[config.mk]
export PLATFORM = sky130hd
export DESIGN_NAME = bank_host
export DESIGN_NICKNAME = d
export VERILOG_FILES = /design/src/rtl/bank_link_pkg.sv /design/src/rtl/bank_link_shifter.sv /design/src/rtl/bank_host.sv
export SDC_FILE = /design/constraint.sdc
export NUM_CORES = 1
export LEC_CHECK = 0
export CAP_MARGIN = 20
export CORE_ASPECT_RATIO = 0.6
export CORE_MARGIN = 2
export CORE_UTILIZATION = 55
export CTS_BUF_LIST = sky130_fd_sc_hd__clkbuf_16
export DETAILED_ROUTE_END_ITERATION = 8
export GPL_TIMING_DRIVEN = 0
export PLACE_DENSITY_LB_ADDON = 0.08
export REMOVE_ABC_BUFFERS = 1
export SLEW_MARGIN = 30
export SYNTH_ARGS = -nofsm -noshare
export SYNTH_HDL_FRONTEND = slang
export SYNTH_HIERARCHICAL = 1
export SYNTH_SLANG_ARGS = --single-unit
[constraint.sdc]
create_clock -name vsi_clk -period 5.9 [get_ports vsi_clk]
set_clock_uncertainty 0.1 [all_clocks]
set_input_delay 1.18 -clock vsi_clk [delete_from_list [all_inputs] [get_ports vsi_clk]]
set_output_delay 1.18 -clock vsi_clk [all_outputs]
set_load 0.005 [all_outputs]
[src/rtl/bank_link_pkg.sv]
// ---------------------------------------------------------------------------
// bank_link_pkg
// Shared definitions for the single-wire serial link to the `bank` SRAM
// macro. Used by the host-side initiator (bank_host) and by the bank-side
// serial decoder.
//   LINK_ADDR_W / LINK_DATA_W / LINK_TURNAROUND : default geometry
//   LINK_CNT_W                                  : bit-counter width
//   OP_READ / OP_WRITE                          : opcode bit values
//   link_state_t                                : frame sequencer states
// ---------------------------------------------------------------------------
package bank_link_pkg;

   localparam int LINK_ADDR_W     = 7;
   localparam int LINK_DATA_W     = 128;
   localparam int LINK_TURNAROUND = 2;
   localparam int LINK_CNT_W      = 8;

   localparam logic OP_READ  = 1'b0;
   localparam logic OP_WRITE = 1'b1;

   typedef enum logic [2:0] {
      ST_IDLE  = 3'd0,
      ST_CMD   = 3'd1,
      ST_WDATA = 3'd2,
      ST_TURN  = 3'd3,
      ST_RDATA = 3'd4,
      ST_GAP   = 3'd5
   } link_state_t;

endpackage : bank_link_pkg

[src/rtl/bank_link_shifter.sv]
// ---------------------------------------------------------------------------
// bank_link_shifter
// WIDTH-bit shift register for the serial link data phase.
//   clk_i, rst_ni : clock, asynchronous active-low reset
//   load_i        : parallel load of data_i (has priority over shift_i)
//   data_i        : parallel load value
//   shift_i       : shift left by one; MSB leaves, ser_i enters at LSB
//   ser_i         : serial input bit
//   q_o           : register contents (q_o[WIDTH-1] is the outgoing bit)
// ---------------------------------------------------------------------------
module bank_link_shifter #(
   parameter int WIDTH = 128
) (
   input  logic             clk_i,
   input  logic             rst_ni,
   input  logic             load_i,
   input  logic [WIDTH-1:0] data_i,
   input  logic             shift_i,
   input  logic             ser_i,
   output logic [WIDTH-1:0] q_o
);

   logic [WIDTH-1:0] q_q;
   logic [WIDTH-1:0] q_d;

   always_comb begin
      q_d = q_q;
      if (load_i) begin
         q_d = data_i;
      end else if (shift_i) begin
         q_d = {q_q[WIDTH-2:0], ser_i};
      end
   end

   always_ff @(posedge clk_i or negedge rst_ni) begin
      if (!rst_ni) begin
         q_q <= '0;
      end else begin
         q_q <= q_d;
      end
   end

   assign q_o = q_q;

endmodule : bank_link_shifter

[src/rtl/bank_host.sv]
// ---------------------------------------------------------------------------
// bank_host
// Serial-link initiator for one `bank` SRAM macro. Takes parallel read/write
// requests, sends a chip-select framed MSB-first bitstream
// (opcode, address, [write data]) and, for reads, collects the returned word.
//
// Request handshake: a request transfers on the rising edge where
// req_valid && req_ready. req_ready is a register (high only in IDLE) with no
// combinational path from req_valid; the requester holds req_valid and the
// request fields stable until that edge. rsp_valid / wr_done are one-cycle
// pulses without backpressure.
//
// Ports
//   vsi_clk, vsi_reset_n       : clock, asynchronous active-low reset
//   req_valid/req_ready        : request handshake
//   req_write/req_addr/req_wdata : request fields (wdata ignored for reads)
//   rsp_valid/rsp_rdata        : read completion pulse / last read word
//   wr_done                    : write completion pulse
//   vsi_chipSelect             : frame enable to the bank
//   vsi_serialOut/vsi_serialIn : bitstream to / from the bank
//   dbg_state_o                : current sequencer state (link_state_t)
// ---------------------------------------------------------------------------
module bank_host
   import bank_link_pkg::*;
#(
   parameter int ADDR_W     = LINK_ADDR_W,
   parameter int DATA_W     = LINK_DATA_W,
   parameter int TURNAROUND = LINK_TURNAROUND
) (
   input  logic              vsi_clk,
   input  logic              vsi_reset_n,
   input  logic              req_valid,
   output logic              req_ready,
   input  logic              req_write,
   input  logic [ADDR_W-1:0] req_addr,
   input  logic [DATA_W-1:0] req_wdata,
   output logic              rsp_valid,
   output logic [DATA_W-1:0] rsp_rdata,
   output logic              wr_done,
   output logic              vsi_chipSelect,
   output logic              vsi_serialOut,
   input  logic              vsi_serialIn,
   output logic [2:0]        dbg_state_o
);

   // Counter reload values: phase length minus one.
   localparam logic [LINK_CNT_W-1:0] CMD_LAST  = LINK_CNT_W'(ADDR_W);
   localparam logic [LINK_CNT_W-1:0] DATA_LAST = LINK_CNT_W'(DATA_W - 1);
   localparam logic [LINK_CNT_W-1:0] TURN_LAST =
      LINK_CNT_W'((TURNAROUND > 0) ? (TURNAROUND - 1) : 0);

   link_state_t             state_q, state_d;
   logic [LINK_CNT_W-1:0]   cnt_q, cnt_d;
   logic [ADDR_W-1:0]       addr_q, addr_d;
   logic                    op_q, op_d;

   logic                    cs_q, cs_d;
   logic                    sout_q, sout_d;
   logic                    ready_q, ready_d;
   logic                    wr_done_q, wr_done_d;
   logic                    rsp_valid_q, rsp_valid_d;
   logic [DATA_W-1:0]       rsp_rdata_q, rsp_rdata_d;

   logic                    accept;
   logic                    sh_shift;
   logic [DATA_W-1:0]       sh_q;

   assign accept   = req_valid && ready_q;
   assign sh_shift = (state_q == ST_WDATA) || (state_q == ST_RDATA);

   // Write data is loaded on accept and shifted out MSB-first during WDATA;
   // read data enters at the LSB during RDATA. A read also loads req_wdata,
   // but all DATA_W bits are replaced before the word is reported.
   bank_link_shifter #(
      .WIDTH (DATA_W)
   ) u_shifter (
      .clk_i   (vsi_clk),
      .rst_ni  (vsi_reset_n),
      .load_i  (accept),
      .data_i  (req_wdata),
      .shift_i (sh_shift),
      .ser_i   (vsi_serialIn),
      .q_o     (sh_q)
   );

   // ---------------------------------------------------------------- state
   always_ff @(posedge vsi_clk or negedge vsi_reset_n) begin
      if (!vsi_reset_n) begin
         state_q     <= ST_IDLE;
         cnt_q       <= '0;
         addr_q      <= '0;
         op_q        <= OP_READ;
         cs_q        <= 1'b0;
         sout_q      <= 1'b0;
         ready_q     <= 1'b1;
         wr_done_q   <= 1'b0;
         rsp_valid_q <= 1'b0;
         rsp_rdata_q <= '0;
      end else begin
         state_q     <= state_d;
         cnt_q       <= cnt_d;
         addr_q      <= addr_d;
         op_q        <= op_d;
         cs_q        <= cs_d;
         sout_q      <= sout_d;
         ready_q     <= ready_d;
         wr_done_q   <= wr_done_d;
         rsp_valid_q <= rsp_valid_d;
         rsp_rdata_q <= rsp_rdata_d;
      end
   end

   // ----------------------------------------------------------- next state
   always_comb begin
      state_d = state_q;
      cnt_d   = cnt_q;
      addr_d  = addr_q;
      op_d    = op_q;
      case (state_q)
         ST_IDLE: begin
            if (accept) begin
               state_d = ST_CMD;
               cnt_d   = CMD_LAST;
               addr_d  = req_addr;
               op_d    = req_write;
            end
         end
         ST_CMD: begin
            if (cnt_q == '0) begin
               if (op_q == OP_WRITE) begin
                  state_d = ST_WDATA;
                  cnt_d   = DATA_LAST;
               end else if (TURNAROUND > 0) begin
                  state_d = ST_TURN;
                  cnt_d   = TURN_LAST;
               end else begin
                  state_d = ST_RDATA;
                  cnt_d   = DATA_LAST;
               end
            end else begin
               cnt_d  = cnt_q - 1'b1;
               // The opcode occupies the first CMD cycle, so the address
               // register only advances while address bits remain.
               addr_d = addr_q << 1;
            end
         end
         ST_WDATA: begin
            if (cnt_q == '0) state_d = ST_GAP;
            else             cnt_d   = cnt_q - 1'b1;
         end
         ST_TURN: begin
            if (cnt_q == '0) begin
               state_d = ST_RDATA;
               cnt_d   = DATA_LAST;
            end else begin
               cnt_d = cnt_q - 1'b1;
            end
         end
         ST_RDATA: begin
            if (cnt_q == '0) state_d = ST_GAP;
            else             cnt_d   = cnt_q - 1'b1;
         end
         ST_GAP: begin
            state_d = ST_IDLE;
         end
         default: begin
            state_d = ST_IDLE;
         end
      endcase
   end

   // -------------------------------------------------------------- outputs
   // Outputs are registered, so each _d value is what the pins show in the
   // cycle after the current edge. sout_d therefore looks one bit ahead.
   always_comb begin
      cs_d        = (state_d == ST_CMD) || (state_d == ST_WDATA) ||
                    (state_d == ST_TURN) || (state_d == ST_RDATA);
      ready_d     = (state_d == ST_IDLE);
      wr_done_d   = (state_q == ST_WDATA) && (cnt_q == '0);
      rsp_valid_d = (state_q == ST_RDATA) && (cnt_q == '0);
      rsp_rdata_d = rsp_rdata_q;
      sout_d      = 1'b0;
      if (rsp_valid_d) begin
         rsp_rdata_d = {sh_q[DATA_W-2:0], vsi_serialIn};
      end
      case (state_q)
         ST_IDLE: begin
            if (accept) sout_d = req_write;
         end
         ST_CMD: begin
            if (cnt_q != '0)            sout_d = addr_q[ADDR_W-1];
            else if (op_q == OP_WRITE)  sout_d = sh_q[DATA_W-1];
         end
         ST_WDATA: begin
            if (cnt_q != '0) sout_d = sh_q[DATA_W-2];
         end
         default: begin
            sout_d = 1'b0;
         end
      endcase
   end

   assign req_ready      = ready_q;
   assign rsp_valid      = rsp_valid_q;
   assign rsp_rdata      = rsp_rdata_q;
   assign wr_done        = wr_done_q;
   assign vsi_chipSelect = cs_q;
   assign vsi_serialOut  = sout_q;
   assign dbg_state_o    = state_q;

endmodule : bank_host

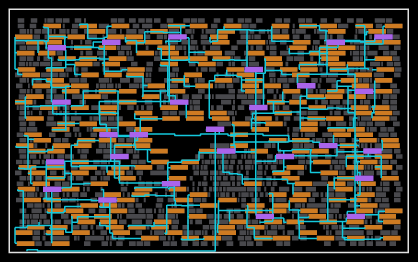
**Above:** run 1 (clock wires, drivers and flops).
Scale: 2 px per um.
[purple] clock drivers | count: 26
[orange] flip-flops | count: 280
[cyan] clock wires | length: 3480 um
flops lie: widely spread
routed clock nets: 27

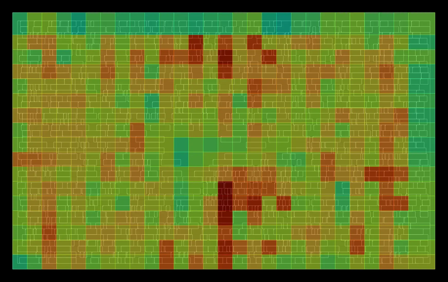
**Above:** run 1 (routing congestion map).
GRT busiest layer: met2
met3 Usage GRT: 9.03%
routed length per placed instance: 18.1 um

==> summary.txt, run 1 <==
impl run done, here's what came out: total power draw around 3800 uW, Simple-Gate Area Share ~6.4%, register area 7010 um^2, Cell Type Count approximately 48, synthesized-area fraction occupied by adder cells 0.200%, row count approximately 42, hold path cells 1, Critical Path Start dbg_state_o[0], Min-Delay Path Class flip-flop to flip-flop, XORs/XNORs by Area 0%, comb area leader multiplexers, Comb gate area about 5000 um^2, Buf/Inv on CP 1, chip area in the Yosys report between 10000 and 15000 um^2, Core Box Area 22200 um^2, Reg2Reg Depth 7, Cell Count, Final, Fillers Out about 1600, ys cells 981, clock slew at reported path FFs 60 ps, Comb pwr share 5.3%, worst-path fanout max 13, routed vias 8392, number of global-route vias before repair roughly 8600, fin crit share between 50% and 60%, Worst Path Arrival roughly 1800 ps, Sw Ratio 22.4%, WL met2 between 10000 and 15000 um, Pleak 0.00702 uW, max-cap violations 0, DRC Markers 0, Final WS setup 2840 ps, CTS sink count approximately 280, RSZ-0062 raised after global routing false, Synth Area per Inst around 13 um^2, end point of the critical path dbg_state_o[0], Global Route Usage Sum between 20% and 30%, root buf cell clkbuf_16, clk_lat worst skew 540 ps, Commonest cells post-synth dfrtp_1, nand2_1, mux2i_1, Post-CTS Setup Bufs 0, top layer in use met5, Antenna Nets Post-Route 0, CP Capture Type output pin, Post-synth seq share between 50% and 60%, status finished, final reports clean, Fin Hold WS 405 ps, final core occ between 70% and 80%, design area 16500 um^2, Largest cells by area dfrtp_1, mux2_4, mux2i_1, CTS Hold Bufs 0, Hold Path Sink rsp_rdata[93], Synth async-reset ratio 100%, Rel. slew slack a little over two fifths, total gr overflow 0, reg2reg end rsp_rdata[2], pre-CTS setup slack around 2500 ps, register-to-register setup slack just over 3000 ps, pin count of the biggest net entering global routing between 100 and 150, Seq power approximately 2000 uW, crit path kind flip-flop to output pin, Die Y-Extent approximately 120 um, Tool Warnings 32, family with the most delay on the worst path flip-flops, Max IR drop VDD about 0.00019 V, critical path cell sequence clkdlybuf4s50_1, Reg power frac 52.8%, number of enable flip-flop cells 0, grt met2 use roughly a third, dpl cell area 15600 um^2, P_sw 858 uW, worst hold start rsp_rdata[93], Filler cells about 1500, Initial Utilization between 50% and 60%, Mapped Area between 10000 and 15000 um^2, CP required between 4000 and 5000 ps, Yosys warnings 6, layout cells sized above 1 15.9%, Fin. Hold Viols 0, slowest CP cell dfrtp_1, chip area 24000 um^2, clock buffer depth 3, met1 wire length about 13000 um, htree depth 1, width of the chip about 200 um, mux share 25.3%, Synth top cell by count dfrtp_1, routed wire length ~28000 um, post-DP HPWL just under 20000 um, critical path depth 1, CTS buffer count 26, wire length on met3 between 2000 and 3000 um, I/O Buffers approximately 280, Nets around 1400, initial antenna violation count 3, initial DRC count just under 400, Clk. pwr 1600 uW, Power Density approximately 230 nW/um^2, CP startpoint kind flip-flop, main flop type dfrtp_1, Post-Place Cells 1519, combinational group power around 200 uW, Compound Share, Synth under 10%, area grow syn2layout 31.4%, CP max stage delay about 640 ps, Vias/cell about 5.4, first-pass GRT wire length approximately 46000 um, Yosys top cell by area dfrtp_1, max-slew violations 0, Top pwr grp registers, Int Pwr 2970 uW, routability congestion estimate approximately 0.85, register bit count reported by yosys 280, RR Startpoint cnt_q[0], clock network power share about two fifths, met1 usage in global routing about a third, Worst-Margin Slew between 800 and 900 ps, PostCTS Resize Cnt 0, Final setup viols 0, Synth Instances between 900 and 1000, fmax 327 MHz, # IOs 276, First-pass DRT Iterations 4, TritonCTS clock tree built, Top cell area share 55.8%, setup_tns 0 ps, minimum clock period 3060 ps
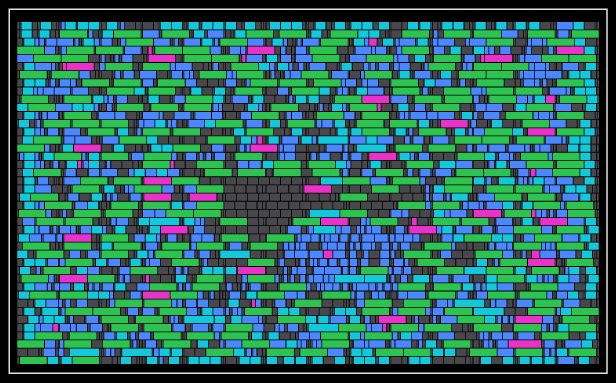
**Above:** run 1 (placement by cell class).
Scale: 3 px per um. Fill, decap, tap and diode cells in grey.
[green] sequential cells | cells: 280
[blue] combinational and other logic | cells: 636
[cyan] remaining buffers and delay cells | cells: 295
[magenta] clock drivers and dummy loads | cells: 47

[run 1: cell type report]
class / instances / area share (%)
antenna: 1 / 0.0152
clock buffer: 27 / 4.11
clock inverter: 20 / 0.753
inverter: 7 / 0.205
multi-input combinational: 629 / 30.4
sequential: 280 / 42.6
tap: 308 / 2.34
timing repair buffer: 295 / 19.6
[run 1: layout by cell type (no fill, tap or decap), drive strengths merged, types with 3 or more instances in the layout]
cell,count
mux2i,134
buf,21
nor2,17
o211ai,3
o31ai,4
mux2,129
o21ai,134
clkdlybuf4s50,274
o221ai,5
inv,13
clkinv,11
or3b,3
a211oi,6
dfrtp,279
nand2b,4
nor3,6
nand2,136
nor4,3
a21oi,14
clkbuf,27
nand3,6
**Run 1: supply network**

Scale: 3 px per um. Pins as bars on the die edge. Tap cells in grey.
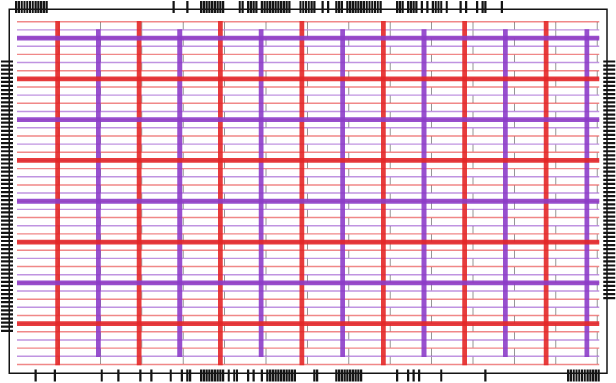

--- run 2 (diff from run 1) ---
--- a/config.mk
+++ b/config.mk
@@ -8,7 +8,7 @@
 export CAP_MARGIN = 20
 export CORE_ASPECT_RATIO = 0.6
 export CORE_MARGIN = 2
-export CORE_UTILIZATION = 55
+export CORE_UTILIZATION = 46
 export CTS_BUF_LIST = sky130_fd_sc_hd__clkbuf_16
 export DETAILED_ROUTE_END_ITERATION = 8
 export GPL_TIMING_DRIVEN = 0
==> constraint.sdc (replaced) <==
create_clock -name vsi_clk -period 2.53 [get_ports vsi_clk]
set_clock_uncertainty 0.1 [all_clocks]
set_input_delay 0.506 -clock vsi_clk [delete_from_list [all_inputs] [get_ports vsi_clk]]
set_output_delay 0.506 -clock vsi_clk [all_outputs]
set_load 0.005 [all_outputs]
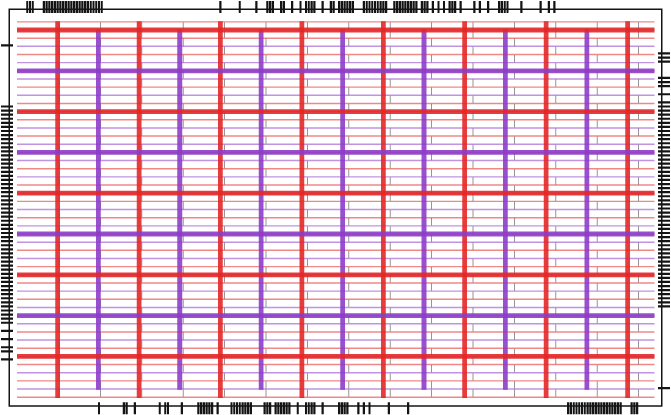
**Above:** run 2 (supply network).
Scale: 3 px per um. Pins as bars on the die edge. Tap cells in grey.
[red] VSS
[purple] VDD
met4 straps: 15
rows: 46
tap cells: 360
met1 rails: 47
signal pins: 276

==> run 2 against run 1 <==
Net effect:
- die size grew 19%
- worst hold slack lost 40 ps
- global-route usage shrank 2.9 points
- synthesized cell count is the same
- clock-buffer cell count is the same
- wire length grew 6.9%
- flip-flop count is the same
- non-clock buffer count grew 17
- critical path type is now flip-flop to flip-flop
- critical endpoint is now rsp_rdata[127]
- largest cell class unchanged
==> summary.txt, run 2 <==
impl run done, here's what came out: status finished, final reports clean, row count 46, register bit count reported by yosys about 280, htree depth 1, Non-clk invs 7, most instantiated logic cells after routing dfrtp_1, clkdlybuf4s50_1, nand2_1, pre-CTS setup slack -331 ps, dpl cell area 15700 um^2, TritonCTS clock tree built, routed vias ~8400, Post-Place Cells between 1500 and 2000, largest class sequential cells, Compound Share, Synth roughly 7.8%, Cell Count, Final, Fillers Out ~1600, Final WS setup ~26 ps, routed wire length slightly above 30000 um, clock buf count 27, Comb/total area around 30%, minimum clock period approximately 2500 ps, met1 usage in global routing 31.9%, CTS buffer count 27, synthesized-area fraction occupied by adder cells less than 1%, area grow syn2layout 33.4%, ys cells around 980, DRC Markers 0, routability congestion estimate between 0.8 and 0.9, bufs w/o clock 312, family with the most delay on the worst path simple AND/OR/NAND/NOR gates, Final setup viols 0, Top cell area share roughly 56%, Synth Area per Inst around 13 um^2, main flop type dfrtp_1, fmax roughly 400 MHz, CTS Hold Bufs 1, Clk. pwr around 3800 uW, P_sw around 2000 uW, Worst Path Arrival 2830 ps, Mapped Area around 13000 um^2, comb area leader multiplexers, combinational group power roughly 470 uW, CTS sink count ~280, crit path kind flip-flop to flip-flop, Pleak between 0.007 and 0.008 uW, Filler cells 2118, initial DRC count roughly 550, register area approximately 7000 um^2, slowest CP cell or4_4, First-pass DRT Iterations 4, PostCTS Resize Cnt 8, clock network power share about 43%, CP required around 2900 ps, first-pass GRT wire length ~48000 um, Top pwr grp registers, layout cells sized above 1 around 18%, Cell Type Count between 40 and 50, setup_tns 0 ps, NonClk Buf Share roughly a fifth, total power draw around 9000 uW, initial antenna violation count 4, Worst-Margin Slew just over 700 ps, Comb gate area roughly 5000 um^2, multi-input gates roughly 630, Fin Hold WS approximately 360 ps, Sw Ratio 22.2%, root buf cell clkbuf_16, Fin. Hold Viols 0, Seq power 4720 uW, Synth async-reset ratio 100%
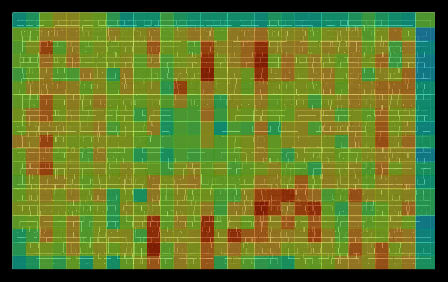
**Above:** run 2 (routing congestion map).
routed length per placed instance: 18.5 um
final core occ: 62.8%
GRT busiest layer: met1
Global Route Usage Sum: 21.2%
grt met2 use: 30.8%

run 2: worst paths after layout:
path,startpoint,end,slack (ps),cells after the start
worst min register to register,rsp_rdata[98],rsp_rdata[98],400,1
worst max register to register,cnt_q[5],rsp_rdata[127],30,5
max in group asynchronous,vsi_reset_n,rsp_rdata[16],820,4
worst max-delay path,cnt_q[5],rsp_rdata[127],30,5
min in group vsi_clk,rsp_rdata[98],rsp_rdata[98],400,1
worst min-delay path,vsi_reset_n,rsp_rdata[78],360,2
run 2: layer usage:
layer	vias to the layer above	wire, um
met2	213	13100
met1	4089	14600
met4	4	322
met3	31	2190
li1	4016	-
met5	-	27
run 2: worst reg2reg max path, cell delays in order, from the launching register on:
cell       delay (ps)
dfrtp_2           450
or4_4             580
or3_4             480
buf_4             180
bufbuf_16         300
mux2_4            310
**Run 2: clock wires, drivers and flops**

Scale: 2 px per um.
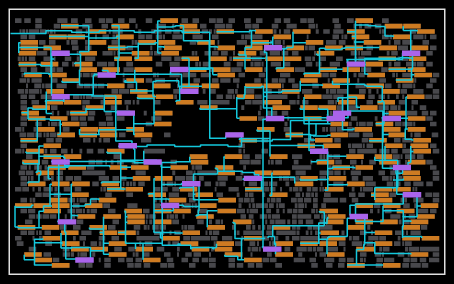

--- run 3 (diff from run 2) ---
--- a/config.mk
+++ b/config.mk
@@ -6,7 +6,6 @@
 export NUM_CORES = 1
 export LEC_CHECK = 0
 export CAP_MARGIN = 20
-export CORE_ASPECT_RATIO = 0.6
 export CORE_MARGIN = 2
 export CORE_UTILIZATION = 46
 export CTS_BUF_LIST = sky130_fd_sc_hd__clkbuf_16
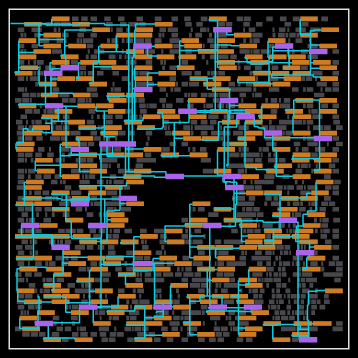
**Above:** run 3 (clock wires, drivers and flops).
Scale: 2 px per um.
[cyan] clock wires | length: 3690 um
[purple] clock drivers | count: 34
[orange] flip-flops | count: 280
routed clock nets: 35
flops lie: widely spread

==> run 3 against run 2 <==
Net effect:
- area after synthesis unchanged
- die size down 0.15%
- critical path type unchanged
- wire length down 4.1%
- non-clock buffer count down 12
- setup slack better by 23 ps
- first-iteration DRC count down 0.37%
- power up 8.9%
- highest routed layer is now met4
- via count down 0.45%
- worst hold slack better by 38 ps
- critical path depth unchanged
- fmax up 0.92%
==> summary.txt, run 3 <==
impl run done, here's what came out: CP Capture Type flip-flop, Worst Path Arrival between 2000 and 3000 ps, met1 wire length approximately 13000 um, hold path cells 1, Final setup viols 0, PostCTS Resize Cnt 8, Top cell area share 55.8%, Synth Area per Inst between 10 and 15 um^2, Pleak 0.00720 uW, CP max stage delay around 590 ps, register-to-register setup slack about 49 ps, status finished, final reports clean, total gr overflow 0, clock network power share 47.2%, routed length per placed instance 17.9 um, First-pass DRT Iterations 5, Synth top cell by count dfrtp_1, end point of the critical path rsp_rdata[49], Synth Instances 981, pin count of the biggest net entering global routing roughly 140, clk_lat worst skew approximately 500 ps, setup_tns 0 ps, Power Density between 500 and 600 nW/um^2, Int Pwr about 7700 uW, layout cells sized above 1 between 10% and 20%, dpl cell area ~16000 um^2, number of global-route vias before repair 8346, most instantiated logic cells after routing dfrtp_1, clkdlybuf4s50_1, nand2_1, crit path kind flip-flop to flip-flop, Filler cells about 2200, combinational group power roughly 470 uW, fmax between 400 and 500 MHz, final core occ between 60 and 70%, Critical Path Start cnt_q[4], Vias/cell 5.14, clock slew at reported path FFs approximately 60 ps, Top pwr grp registers, Largest cells by area dfrtp_1, mux2_4, mux2i_1, Max IR drop VDD 0.000525 V, routed wire length between 20000 and 30000 um, Mapped Area 12500 um^2, top layer in use met4, Reg power frac 48.0%, post-DP HPWL between 15000 and 20000 um, max-cap violations 0, width of the chip between 150 and 200 um, RR Startpoint cnt_q[4], clock buffer depth 3, WL met2 between 10000 and 15000 um, number of enable flip-flop cells 0, Core Box Area ~27000 um^2, CTS sink count approximately 280, CTS buffer count 34, Tool Warnings 30, Yosys top cell by area dfrtp_1, Buf/Inv on CP 2, Comb pwr share under 10%, chip area in the Yosys report 12500 um^2, Fin. Hold Viols 0, total power draw about 10000 uW, I/O Buffers approximately 280, Post-synth seq share 56.0%, Global Route Usage Sum around 20%, Die Y-Extent around 170 um, Post-CTS Setup Bufs 6, Hold Path Sink rsp_rdata[116], htree depth 2, Clk. pwr approximately 4600 uW, Worst-Margin Slew 850 ps, worst hold start rsp_rdata[116], GRT busiest layer met2, Seq power 4720 uW, RSZ-0062 raised after global routing false, Cell Type Count ~48, ys cells a little under 1000, area grow syn2layout 34.7%, reg2reg end rsp_rdata[49], family with the most delay on the worst path simple AND/OR/NAND/NOR gates, routed vias 8315, initial antenna violation count 2, DRC Markers 0, Cell Count, Final, Fillers Out 1618, # IOs around 280, max-slew violations 0, pre-CTS setup slack -267 ps, Nets 1394, most used logic cell in the final layout dfrtp_1
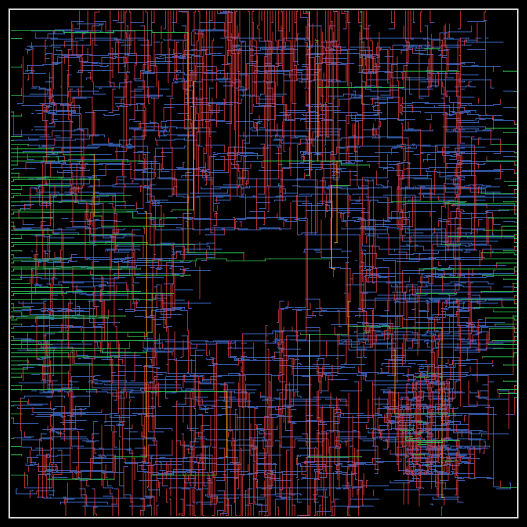
**Above:** run 3 (metal layers overlaid).
Scale: 3 px per um.
[red] metal 2 | wire length: 13500 um
[orange] metal 4 | wire length: 558 um
[green] metal 3 | wire length: 2320 um
[blue] metal 1 | wire length: 12600 um

[run 3: cell families after synthesis]
family / count (synthesis) / share of synthesized area (%)
buf+inv: 72 / 4.35
fa+ha+maj: 2 / 0.200
flops: 280 / 56.0
mux: 263 / 25.3
compound gates: 177 / 7.83
simple gates: 187 / 6.40
[run 3: layout make-up]
| cell class | instances | area [um^2] | share of cell area (%) |
|---|---|---|---|
| sequential | 280 | 7010 | 41.6 |
| multi-input combinational | 629 | 5020 | 29.8 |
| timing repair buffer | 300 | 3300 | 19.6 |
| clock buffer | 37 | 926 | 5.49 |
| tap | 341 | 427 | 2.53 |
| clock inverter | 22 | 143 | 0.846 |
| inverter | 7 | 33.8 | 0.200 |
| antenna | 2 | 5.00 | 0.0297 |
Power and IR drop assume default switching activity.
